--- src/rtl/eq_biquad_scheduler_if.sv ---
// Sample handshake and band-output bundle for the time-multiplexed biquad equalizer.
// The master side drives samples; the slave side is the scheduler.
interface eq_biquad_scheduler_if #(
    parameter int Width = 23
);
    logic             enable;
    logic [Width-1:0] uk;
    logic             sample_valid;
    logic             busy;
    logic             sample_dropped;
    logic             out_valid;
    logic [Width-1:0] yk_HPBass;
    logic [Width-1:0] yk_HPMed;
    logic [Width-1:0] yk_HPHigh;

    modport master (
        output enable, uk, sample_valid,
        input  busy, sample_dropped, out_valid, yk_HPBass, yk_HPMed, yk_HPHigh
    );

    modport slave (
        input  enable, uk, sample_valid,
        output busy, sample_dropped, out_valid, yk_HPBass, yk_HPMed, yk_HPHigh
    );
endinterface

--- src/rtl/eq_biquad_scheduler.sv ---
// Six-section three-band biquad cascade sharing one multiplier and one accumulator.
// Each sample costs 5 MAC cycles plus 1 write-back cycle per section: 36 cycles total.
module eq_biquad_scheduler #(
    parameter int p     = 8,
    parameter int f     = 14,
    parameter int Width = p + f + 1
) (
    input  logic                 sclk,
    input  logic                 rst,
    eq_biquad_scheduler_if.slave bus
);
    localparam int AccW = 2 * Width + 2;
    localparam int NSec = 6;
    localparam int NTap = 5;

    typedef enum logic [1:0] {IDLE, MAC, WRITE} state_t;

    // Rows are sections, columns are {b0, b1, b2, a1, a2}; a-terms already carry their sign.
    localparam logic signed [Width-1:0] COEF [NSec][NTap] = '{
        '{23'h000003, 23'h000007, 23'h000003, 23'h007d71, 23'h7fc287},
        '{23'h003fdf, 23'h7f8042, 23'h003fdf, 23'h007fbe, 23'h7fc042},
        '{23'h000552, 23'h000110, 23'h000552, 23'h00423d, 23'h7fe876},
        '{23'h004000, 23'h7f8000, 23'h004000, 23'h007d71, 23'h7fc287},
        '{23'h00340b, 23'h006810, 23'h00340b, 23'h7f9a2d, 23'h7fd5a7},
        '{23'h002672, 23'h004cdd, 23'h002672, 23'h00423d, 23'h7fe876}
    };

    state_t                  state_q, state_d;
    logic [2:0]              sec_q, sec_d;
    logic [2:0]              tap_q, tap_d;
    logic signed [AccW-1:0]  acc_q, acc_d;
    logic signed [Width-1:0] x_in_q, x_in_d;
    logic signed [Width-1:0] x1_q [NSec];
    logic signed [Width-1:0] x1_d [NSec];
    logic signed [Width-1:0] x2_q [NSec];
    logic signed [Width-1:0] x2_d [NSec];
    logic signed [Width-1:0] y1_q [NSec];
    logic signed [Width-1:0] y1_d [NSec];
    logic signed [Width-1:0] y2_q [NSec];
    logic signed [Width-1:0] y2_d [NSec];
    logic [Width-1:0]        bass_q, bass_d;
    logic [Width-1:0]        med_q, med_d;
    logic [Width-1:0]        high_q, high_d;
    logic                    out_valid_q, out_valid_d;
    logic                    dropped_q, dropped_d;

    logic signed [Width-1:0]   sec_x;
    logic signed [Width-1:0]   op_sel;
    logic signed [Width-1:0]   coef_sel;
    logic signed [2*Width-1:0] prod;
    logic signed [Width-1:0]   y_sat;

    // Odd sections are the high-pass half of a band and take the low-pass result just written.
    assign sec_x    = sec_q[0] ? y1_q[sec_q - 3'd1] : x_in_q;
    assign coef_sel = COEF[sec_q][tap_q];
    assign prod     = coef_sel * op_sel;

    always_comb begin
        op_sel = sec_x;
        case (tap_q)
            3'd1:    op_sel = x1_q[sec_q];
            3'd2:    op_sel = x2_q[sec_q];
            3'd3:    op_sel = y1_q[sec_q];
            3'd4:    op_sel = y2_q[sec_q];
            default: op_sel = sec_x;
        endcase
    end

    // acc >>> f fits Width exactly when every bit above the result's sign bit matches it.
    always_comb begin
        if ((&acc_q[AccW-1:f+Width-1]) || !(|acc_q[AccW-1:f+Width-1])) begin
            y_sat = acc_q[f+Width-1:f];
        end else if (acc_q[AccW-1]) begin
            y_sat = {1'b1, {(Width-1){1'b0}}};
        end else begin
            y_sat = {1'b0, {(Width-1){1'b1}}};
        end
    end

    always_comb begin
        // NOTE: every next-state value takes its hold value first, so no path can infer a latch.
        state_d     = state_q;
        sec_d       = sec_q;
        tap_d       = tap_q;
        acc_d       = acc_q;
        x_in_d      = x_in_q;
        x1_d        = x1_q;
        x2_d        = x2_q;
        y1_d        = y1_q;
        y2_d        = y2_q;
        bass_d      = bass_q;
        med_d       = med_q;
        high_d      = high_q;
        out_valid_d = 1'b0;
        dropped_d   = bus.sample_valid && (state_q != IDLE);

        case (state_q)
            IDLE: begin
                if (bus.sample_valid && bus.enable) begin
                    x_in_d  = bus.uk;
                    sec_d   = 3'd0;
                    tap_d   = 3'd0;
                    acc_d   = '0;
                    state_d = MAC;
                end
            end
            MAC: begin
                acc_d = acc_q + AccW'(prod);
                if (tap_q == 3'd4) begin
                    state_d = WRITE;
                end else begin
                    tap_d = tap_q + 3'd1;
                end
            end
            WRITE: begin
                x2_d[sec_q] = x1_q[sec_q];
                x1_d[sec_q] = sec_x;
                y2_d[sec_q] = y1_q[sec_q];
                y1_d[sec_q] = y_sat;
                acc_d       = '0;
                tap_d       = 3'd0;
                if (sec_q == 3'd5) begin
                    bass_d      = y1_q[1];
                    med_d       = y1_q[3];
                    high_d      = y_sat;
                    out_valid_d = 1'b1;
                    state_d     = IDLE;
                end else begin
                    sec_d   = sec_q + 3'd1;
                    state_d = MAC;
                end
            end
            default: state_d = IDLE;
        endcase
    end

    always_ff @(posedge sclk) begin
        if (rst) begin
            state_q     <= IDLE;
            sec_q       <= '0;
            tap_q       <= '0;
            acc_q       <= '0;
            x_in_q      <= '0;
            // NOTE: the filter history is cleared on reset so a restarted stream behaves identically.
            x1_q        <= '{default: '0};
            x2_q        <= '{default: '0};
            y1_q        <= '{default: '0};
            y2_q        <= '{default: '0};
            bass_q      <= '0;
            med_q       <= '0;
            high_q      <= '0;
            out_valid_q <= 1'b0;
            dropped_q   <= 1'b0;
        end else begin
            state_q     <= state_d;
            sec_q       <= sec_d;
            tap_q       <= tap_d;
            acc_q       <= acc_d;
            x_in_q      <= x_in_d;
            x1_q        <= x1_d;
            x2_q        <= x2_d;
            y1_q        <= y1_d;
            y2_q        <= y2_d;
            bass_q      <= bass_d;
            med_q       <= med_d;
            high_q      <= high_d;
            out_valid_q <= out_valid_d;
            dropped_q   <= dropped_d;
        end
    end

    assign bus.busy           = (state_q != IDLE);
    assign bus.sample_dropped = dropped_q;
    assign bus.out_valid      = out_valid_q;
    assign bus.yk_HPBass      = bass_q;
    assign bus.yk_HPMed       = med_q;
    assign bus.yk_HPHigh      = high_q;
endmodule

--- src/flat_wrapper.sv ---
// flat-port wrapper written by rule: the top's interface ports become plain ports
module eq_biquad_scheduler_flat 
#(
    parameter int p     = 8,
    parameter int f     = 14,
    parameter int Width = p + f + 1
)
  (sclk, rst, bus_enable, bus_uk, bus_sample_valid, bus_busy, bus_sample_dropped, bus_out_valid, bus_yk_HPBass, bus_yk_HPMed, bus_yk_HPHigh);
  eq_biquad_scheduler_if #(.Width(Width)) bus_i ();
  input  logic sclk;
  input  logic rst;
  input wire logic [$bits(bus_i.enable)-1:0] bus_enable;
  input wire logic [$bits(bus_i.uk)-1:0] bus_uk;
  input wire logic [$bits(bus_i.sample_valid)-1:0] bus_sample_valid;
  output wire logic [$bits(bus_i.busy)-1:0] bus_busy;
  output wire logic [$bits(bus_i.sample_dropped)-1:0] bus_sample_dropped;
  output wire logic [$bits(bus_i.out_valid)-1:0] bus_out_valid;
  output wire logic [$bits(bus_i.yk_HPBass)-1:0] bus_yk_HPBass;
  output wire logic [$bits(bus_i.yk_HPMed)-1:0] bus_yk_HPMed;
  output wire logic [$bits(bus_i.yk_HPHigh)-1:0] bus_yk_HPHigh;
  assign bus_i.enable = bus_enable;
  assign bus_i.uk = bus_uk;
  assign bus_i.sample_valid = bus_sample_valid;
  assign bus_busy = bus_i.busy;
  assign bus_sample_dropped = bus_i.sample_dropped;
  assign bus_out_valid = bus_i.out_valid;
  assign bus_yk_HPBass = bus_i.yk_HPBass;
  assign bus_yk_HPMed = bus_i.yk_HPMed;
  assign bus_yk_HPHigh = bus_i.yk_HPHigh;
  eq_biquad_scheduler #(.p(p), .f(f), .Width(Width)) u_core (.sclk(sclk), .rst(rst), .bus(bus_i));
endmodule
--- config.mk ---
export PLATFORM = sky130hd
export DESIGN_NAME = eq_biquad_scheduler_flat
export DESIGN_NICKNAME = d
export VERILOG_FILES = /design/src/rtl/eq_biquad_scheduler_if.sv /design/src/rtl/eq_biquad_scheduler.sv /design/src/flat_wrapper.sv
export SDC_FILE = /design/constraint.sdc
export NUM_CORES = 2
export LEC_CHECK = 0
export ABC_CLOCK_PERIOD_IN_PS = 31100
export CAP_MARGIN = 10
export CORE_MARGIN = 8
export CORE_UTILIZATION = 35
export DETAILED_ROUTE_END_ITERATION = 10
export GPL_ROUTABILITY_DRIVEN = 0
export RECOVER_POWER = 100
export SETUP_SLACK_MARGIN = 0.05
export SLEW_MARGIN = 5
export SYNTH_ARGS = -nofsm -noshare
export SYNTH_HDL_FRONTEND = slang
export SYNTH_SLANG_ARGS = --single-unit
export TNS_END_PERCENT = 30
--- constraint.sdc ---
create_clock -name sclk -period 31.1 [get_ports sclk]
set_input_delay 3.11 -clock sclk [delete_from_list [all_inputs] [get_ports sclk]]
set_output_delay 3.11 -clock sclk [all_outputs]
set_load 0.01 [all_outputs]
==> run_summary.xml <==
<?xml version="1.0" encoding="UTF-8"?>
<metrics>
  <group name="worst_setup_path">
    <metric name="crit_path_max_fanout" unit="">119</metric>
    <metric name="regToRegStartpoint" unit="">u_core.sec_q[1]</metric>
    <metric name="cp_slowest_cell" unit="">clkbuf_1</metric>
    <metric name="worst_r2r_path_depth" unit="">30</metric>
    <metric name="setup.worst_path.end" unit="">u_core.acc_q[46]</metric>
    <metric name="worstPathRequired" unit="ps">31660</metric>
    <metric name="worstReg2RegEnd" unit="">u_core.acc_q[46]</metric>
    <metric name="worst_setup_path_start_kind" unit="">register</metric>
    <metric name="worst_path_largest_cell_delay" unit="ps">6210</metric>
    <metric name="cp_startpoint" unit="">u_core.sec_q[1]</metric>
    <metric name="cp_common_cell" unit="">fa_1</metric>
    <metric name="worst-setup-path-type" unit="">register to register</metric>
  </group>
  <group name="yosys">
    <metric name="yosys.area.top_type_share" unit="">0.2803</metric>
    <metric name="top_logic_kind" unit="">adder cells</metric>
    <metric name="postSynth.topFlopCell" unit="">dfxtp_1</metric>
    <metric name="total_standard_cell_area_after_synthesis" unit="mm^2">0.05014</metric>
    <metric name="yosys_area" unit="mm^2">0.05014</metric>
    <metric name="yosysSeqAreaShare" unit="">0.2803</metric>
    <metric name="synthArstFlopShare" unit="">0</metric>
    <metric name="syn_nets" unit="">6789</metric>
    <metric name="compound_area_frac" unit="">0.1563</metric>
    <metric name="yosys_warnings" unit="">0</metric>
    <metric name="syn_inst" unit="">6037</metric>
    <metric name="synth.cellmix.simpleShare" unit="">0.1605</metric>
  </group>
  <group name="route">
    <metric name="routed.top_layer" unit="">met4</metric>
    <metric name="route.detailed.vias_per_inst" unit="">5.310</metric>
    <metric name="route.met3.wl" unit="mm">11.41</metric>
    <metric name="post-route-drc-count" unit="">0</metric>
    <metric name="drt-pass1-iter-count" unit="">5</metric>
    <metric name="met2RoutedLength" unit="mm">73.53</metric>
    <metric name="ant_nets" unit="">0</metric>
  </group>
  <group name="placed_design">
    <metric name="pre_cts_slack" unit="ps">20030</metric>
    <metric name="post_placement_cell_area" unit="mm^2">0.05278</metric>
    <metric name="portBuffers" unit="">98</metric>
    <metric name="dp_cells" unit="">7725</metric>
  </group>
  <group name="layout">
    <metric name="comb_total_area" unit="">0.5756</metric>
    <metric name="clock_buffer_count" unit="">111</metric>
    <metric name="nets" unit="">6658</metric>
    <metric name="final_common_cell" unit="">nor2_1</metric>
    <metric name="area_delta_synth_final" unit="%">10.84</metric>
    <metric name="seq_share" unit="">0.2530</metric>
    <metric name="drive_above_1_share" unit="">0.06916</metric>
    <metric name="layout.non_clock_inverters" unit="">682</metric>
    <metric name="diodes" unit="">2</metric>
    <metric name="clk_share" unit="">0.05226</metric>
    <metric name="finalInstanceArea" unit="mm^2">0.05557</metric>
  </group>
  <group name="floorplanning">
    <metric name="core_area" unit="mm^2">0.1430</metric>
    <metric name="fp.dieArea" unit="mm^2">0.1556</metric>
    <metric name="fp-utilization" unit="">0.3507</metric>
  </group>
  <group name="global_route">
    <metric name="initial_antenna_violation_count" unit="">2</metric>
    <metric name="grt.overflow.total" unit="">0</metric>
    <metric name="grt_max_degree" unit="">234</metric>
  </group>
  <group name="flow_run">
    <metric name="drv.max_cap_violation_count" unit="">8</metric>
  </group>
  <group name="clock_network">
    <metric name="max-clock-path-buffers" unit="">3</metric>
    <metric name="path_clk_slew" unit="ps">60</metric>
    <metric name="cts_inserted_buffers" unit="">82</metric>
    <metric name="post_cts.repair.setup_buffers" unit="">0</metric>
  </group>
  <group name="power_and_ir_drop">
    <metric name="power.density" unit="mW/mm^2">38.67</metric>
    <metric name="largestPowerGroup" unit="">clock</metric>
    <metric name="switching_share" unit="">0.2617</metric>
    <metric name="sequentialPower" unit="W">0.000907</metric>
  </group>
  <group name="hold_path">
    <metric name="worstHoldEndpoint" unit="">u_core.x1_q[105]</metric>
    <metric name="hold-path-cell-count" unit="">2</metric>
    <metric name="worst_hold_path_type" unit="">register to register</metric>
  </group>
  <group name="outcome">
    <metric name="violations" unit="">max-capacitance violations, max-slew violations</metric>
    <metric name="outcome" unit="">finished, violations left</metric>
  </group>
  <group name="sta">
    <metric name="report.final.slew_viol_count" unit="">885</metric>
    <metric name="max_slew_headroom" unit="">-5.838</metric>
    <metric name="timing_hold_violations_final" unit="">0</metric>
    <metric name="finClkSkew" unit="ps">34.91</metric>
  </group>
</metrics>
Figure 1. M1 wires.
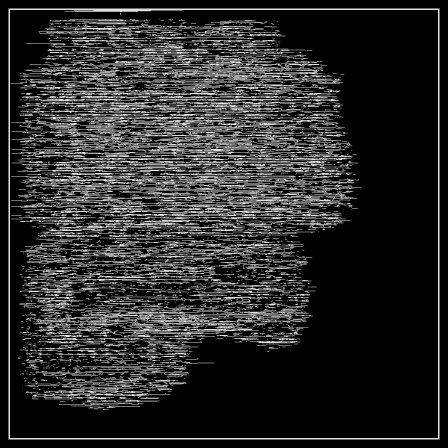
longest straight run: 93.4 um
main direction: horizontal
wire length on this layer: 68.2 mm
Routed WL: 159.8 mm
met1 routing resource usage after global routing: 0.2695
detailed-route via count: 41830

Figure 2. M2 wires.
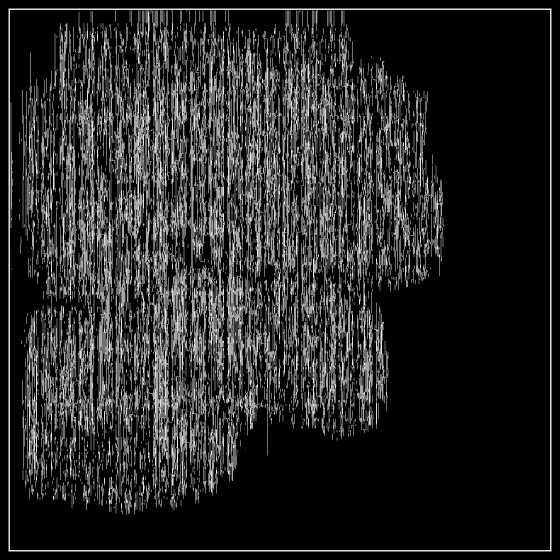
main direction: vertical
nets with wire on the layer: 5316
global-route met2 utilization: 0.3222

Figure 3. Signal wires on met3.
Scale bar: 100 um. Cells faint in the background.
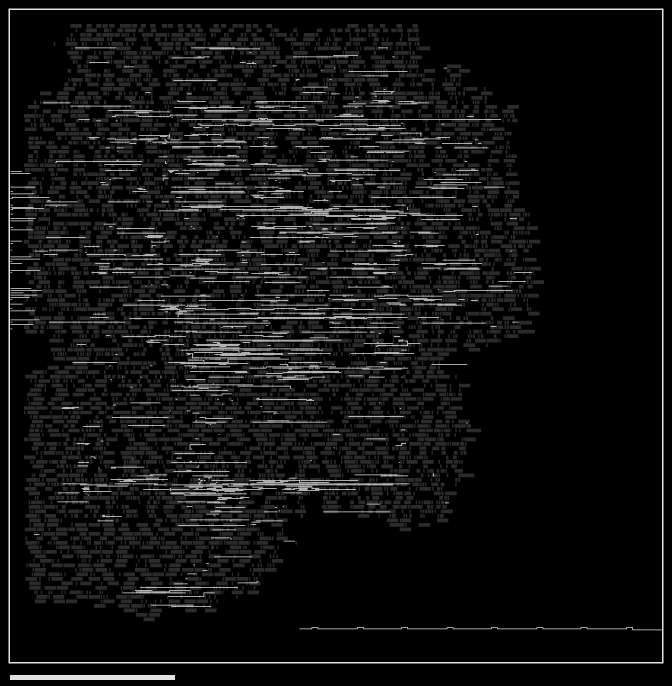
wire length on this layer: 11400 um
main direction: horizontal
nets with wire on the layer: 373
met3 track demand over resource: 0.03147

Figure 4. M4 wires.
Scale bar: 100 um.
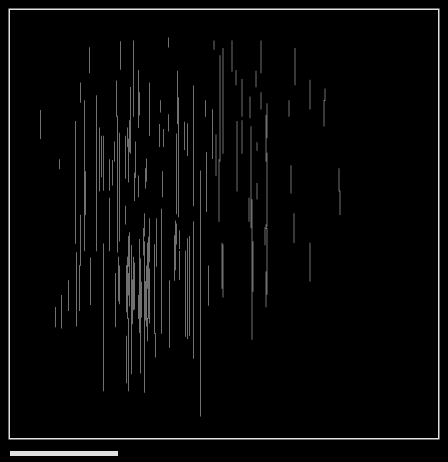
share of all routed wire: 4.2%
nets with wire on the layer: 91
wire length on this layer: 6650 um

Figure 5. Track usage over the die.
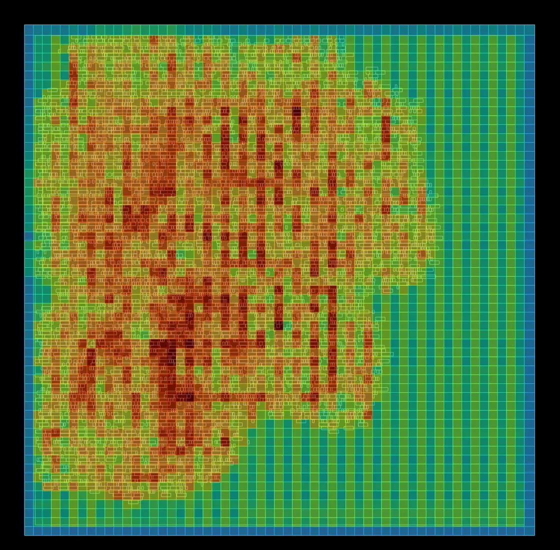
utilization after layout: 0.3887
global router's overall resource usage: 0.1996

